==> config.mk <==
export PLATFORM = sky130hd
export DESIGN_NAME = data_sync_ctrl
export DESIGN_NICKNAME = d
export VERILOG_FILES = /design/src/rtl/data_sync_ctrl_pkg.sv /design/src/rtl/data_sync_ctrl_bit_sync.sv /design/src/rtl/data_sync_ctrl.sv
export SDC_FILE = /design/constraint.sdc
export NUM_CORES = 1
export LEC_CHECK = 0
export CORE_AREA = 2 2 41 43
export CTS_BUF_LIST = sky130_fd_sc_hd__clkbuf_8
export DETAILED_ROUTE_END_ITERATION = 10
export DIE_AREA = 0 0 43 45
export GPL_TIMING_DRIVEN = 0
export PLACE_DENSITY = 0.73
export SETUP_SLACK_MARGIN = 0.2
export SLEW_MARGIN = 20
export SYNTH_ARGS = -nofsm -noshare
export SYNTH_HDL_FRONTEND = slang
export SYNTH_SLANG_ARGS = --single-unit
export TNS_END_PERCENT = 20
==> constraint.sdc <==
create_clock -name CLK -period 1.4 [get_ports CLK]
set_input_delay 0.42 -clock CLK [delete_from_list [all_inputs] [get_ports CLK]]
set_output_delay 0.42 -clock CLK [all_outputs]
set_load 0.01 [all_outputs]
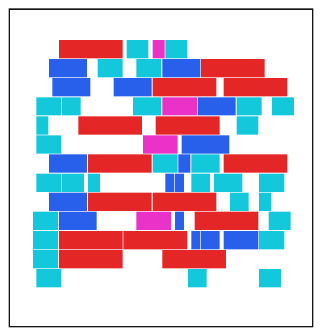
(run_1/class_map.png)
Magenta is clock drivers and dummy loads, cells 4, share of their area 5.3%. Red is sequential cells, cells 15, share of their area 43%. Blue is remaining logic cells, cells 16, share of their area 21%. Cyan is remaining buffers and delay cells, cells 30, share of their area 31%.
area of the placeable core: 1471 µm²
Rows: 14
Non-Filler Cell Area, Final: 892.1 µm²

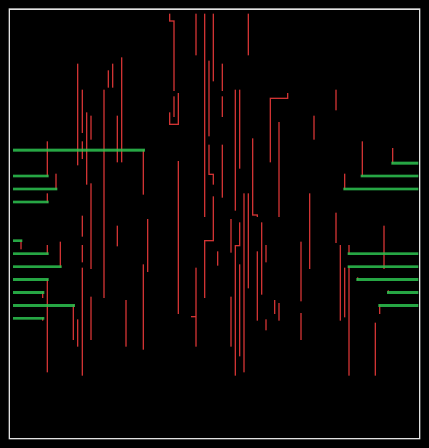
(run_1/layers.png)
Two of the layers only.
Red is M2, wire length 460 µm. Green is M3, wire length 92.7 µm.
routed vias: 354
average wire per standard cell: 12.28 µm
Detailed Route WL: 995 µm
overall global routing resource usage: 11.39%

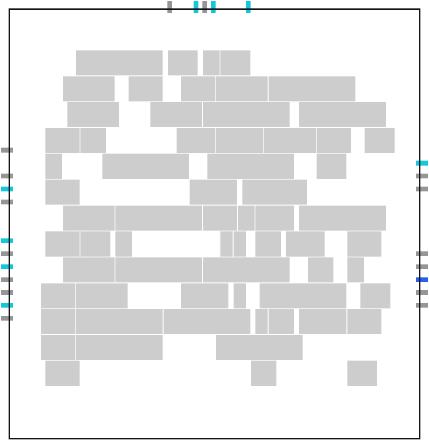
(run_1/pinout.png)
Pins as bars across the die edge, other pins in gray.
Blue is SYNC_VALID, pins 1, direction output, edge right. Cyan is SYNC_BUS, pins 8, direction output, edge 4 left, 3 top, 1 right.
All pins by edge: 11 left, 8 right, 5 top.
PortBufs: 23
Chip Width: 43 µm

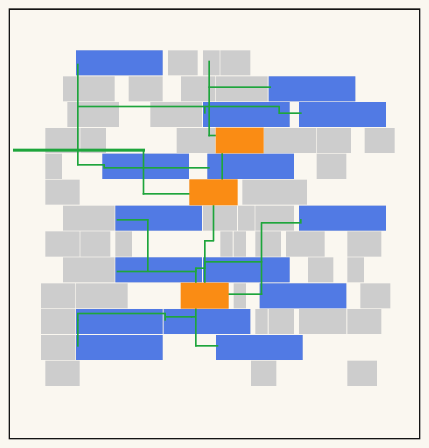
(run_1/clock_wires.png)
Orange is clock-net drivers, count 3. Green is clock wires, length 181 µm. Blue is flip-flops, count 15.
There are 4 routed clock nets.
Insertion Delay late pin: 240 ps
proportion of power drawn by the clock network: 30.4%
clock network power: 346 µW
final setup skew: 1.751 ps

==> results.txt, run 1 <==
Results of the full flow below.

Layout:
- Multi-input combinational cells in the finished layout were counted as 15.
- The register with the most flip-flops in the layout has 8 of them.
- The run gives the layout net count as 78.
- The run gives the register area as 375.4 µm².
- The run puts the flop count at 15.
- The final report gives the core utilization as 60.63%.

Clocking:
- The run puts the post-CTS clock slew at the launch and capture registers of the worst setup and hold paths at 60 ps.
- The run gives the number of buffers between clock root and the deepest sink as 2.
- The run gives the count of hold buffers inserted by post-cts repair as 0.

STA:
- In the final report, the number of pins over their slew limit comes to 0.
- The run gives the share of the cycle needed by the critical path after routing as 94.84%.

GRT:
- The initial antenna violation count is 0.
- The global routing stage identified its most utilized layer as met2.
- The run gives the global-route track usage on met3 as 3.600%.

Drt:
- The run gives the detailed-routing wirelength on met1 as 442 µm.
- The run puts the length of routed met2 wiring at 459 µm.
- The run puts the number of design-rule violations left by the first detailed-router iteration at 4.

Power:
- The run gives the combinational cell fraction of total power as 23.5%.
- The run puts the internal power component at 865.6 µW.

Critical path:
- In the setup report, the worst path falls into the class register to output pin.
- Across all register-to-register paths, the minimum setup slack is 90 ps.
- The run puts the length in cells of the worst reg-to-reg path at 4.

Logic synthesis:
- The run gives the chip area estimate from yosys synthesis as 560.5 µm².
- The run puts the register area share after synthesis at 66.96%.

Floorplan:
- The run gives the number of ports placed on the die boundary as 24.

Placement:
- The run puts the placed cell area at 810.8 µm².

Outcome:
- The flow ran to the end, and the final reports show no timing, DRC or antenna violations.
==> run 2, diff against run 1 <==
HOLD_SLACK_MARGIN = 0.02   (was default)
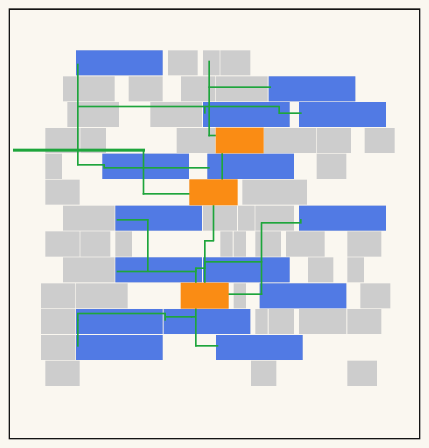
(run_2/clock_wires.png)

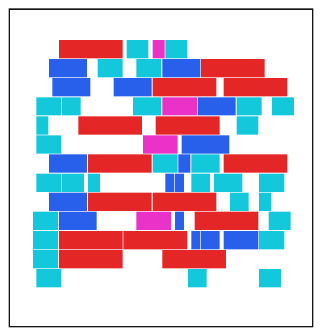
(run_2/class_map.png)
Magenta is clock drivers and dummy loads, cells 4, share of their area 5.3%. Cyan is remaining buffers and delay cells, cells 30, share of their area 31%. Blue is remaining logic cells, cells 16, share of their area 21%. Red is sequential cells, cells 15, share of their area 43%.
utilization after layout: 60.63%
Seq area share: 42.08%

==> run 2 against run 1 <==
Compared with the run above:
- final area did not move
- register-to-register slack barely moved
- clock power barely moved
- power did not move
- die size did not move
- routed wire length did not move
==> results.txt, run 2 <==
Results of the full flow below.

Layout:
- The post-layout instance area was 892.1 µm² (unchanged).
- The run puts the number of multi-input combinational cells in the layout at 15 (unchanged).
- The run gives the flop count as 15 (unchanged).
- The run puts the layout net count at 78 (unchanged).
- The run gives the register area as 375.4 µm² (unchanged).

STA:
- The run puts the count of final max-slew check failures at 0 (unchanged).
- The final clock skew came to 1.751 ps (unchanged).
- The run puts the share of the cycle needed by the critical path after routing at 94.84% (unchanged).

Clocking:
- The clock latency of the later-clocked register in the worst-skew pair is 240 ps (about the same).
- The run gives the post-CTS clock slew at the launch and capture registers of the worst setup and hold paths as 60 ps (about the same).
- The count of hold buffers inserted by post-cts repair was 0 (unchanged).
- The number of buffers between clock root and the deepest sink was 2 (unchanged).

Critical path:
- The run gives the worst setup slack for register-to-register paths as 90 ps (about the same).
- The length in cells of the worst reg-to-reg path is 4 (unchanged).

Drt:
- The detailed-routing wirelength on met1 came to 442 µm (unchanged).
- The run puts the number of vias in the routed layout at 354 (unchanged).
- The final routed wire length divided by cell count is 12.28 µm (unchanged).
- The run puts the number of design-rule violations left by the first detailed-router iteration at 4 (unchanged).

GRT:
- The run puts the total global routing track utilization at 11.39% (unchanged).
- The run puts the global-route track usage on met3 at 3.600% (unchanged).
- The run gives the initial antenna violation count as 0 (unchanged).

Placement:
- The run gives the quantity of I/O buffers inserted on ports as 23 (unchanged).

Power:
- The run puts the combinational cell fraction of total power at 23.5% (about the same).
- The run gives the internal power component as 865.6 µW (unchanged).
- The run puts the clock network fraction of total power at 30.4% (about the same).

Logic synthesis:
- The run gives the register area share after synthesis as 66.96% (unchanged).
- The run puts the chip area estimate from yosys synthesis at 560.5 µm² (unchanged).

Floorplan:
- The horizontal extent of the die is 43 µm (unchanged).
- The run gives the number of ports placed on the die boundary as 24 (unchanged).
- The area inside the core boundary was 1471 µm² (unchanged).
- The row count is 14 (unchanged).

Outcome:
- Run status: finished clean (unchanged).
Power and IR drop assume default switching activity.
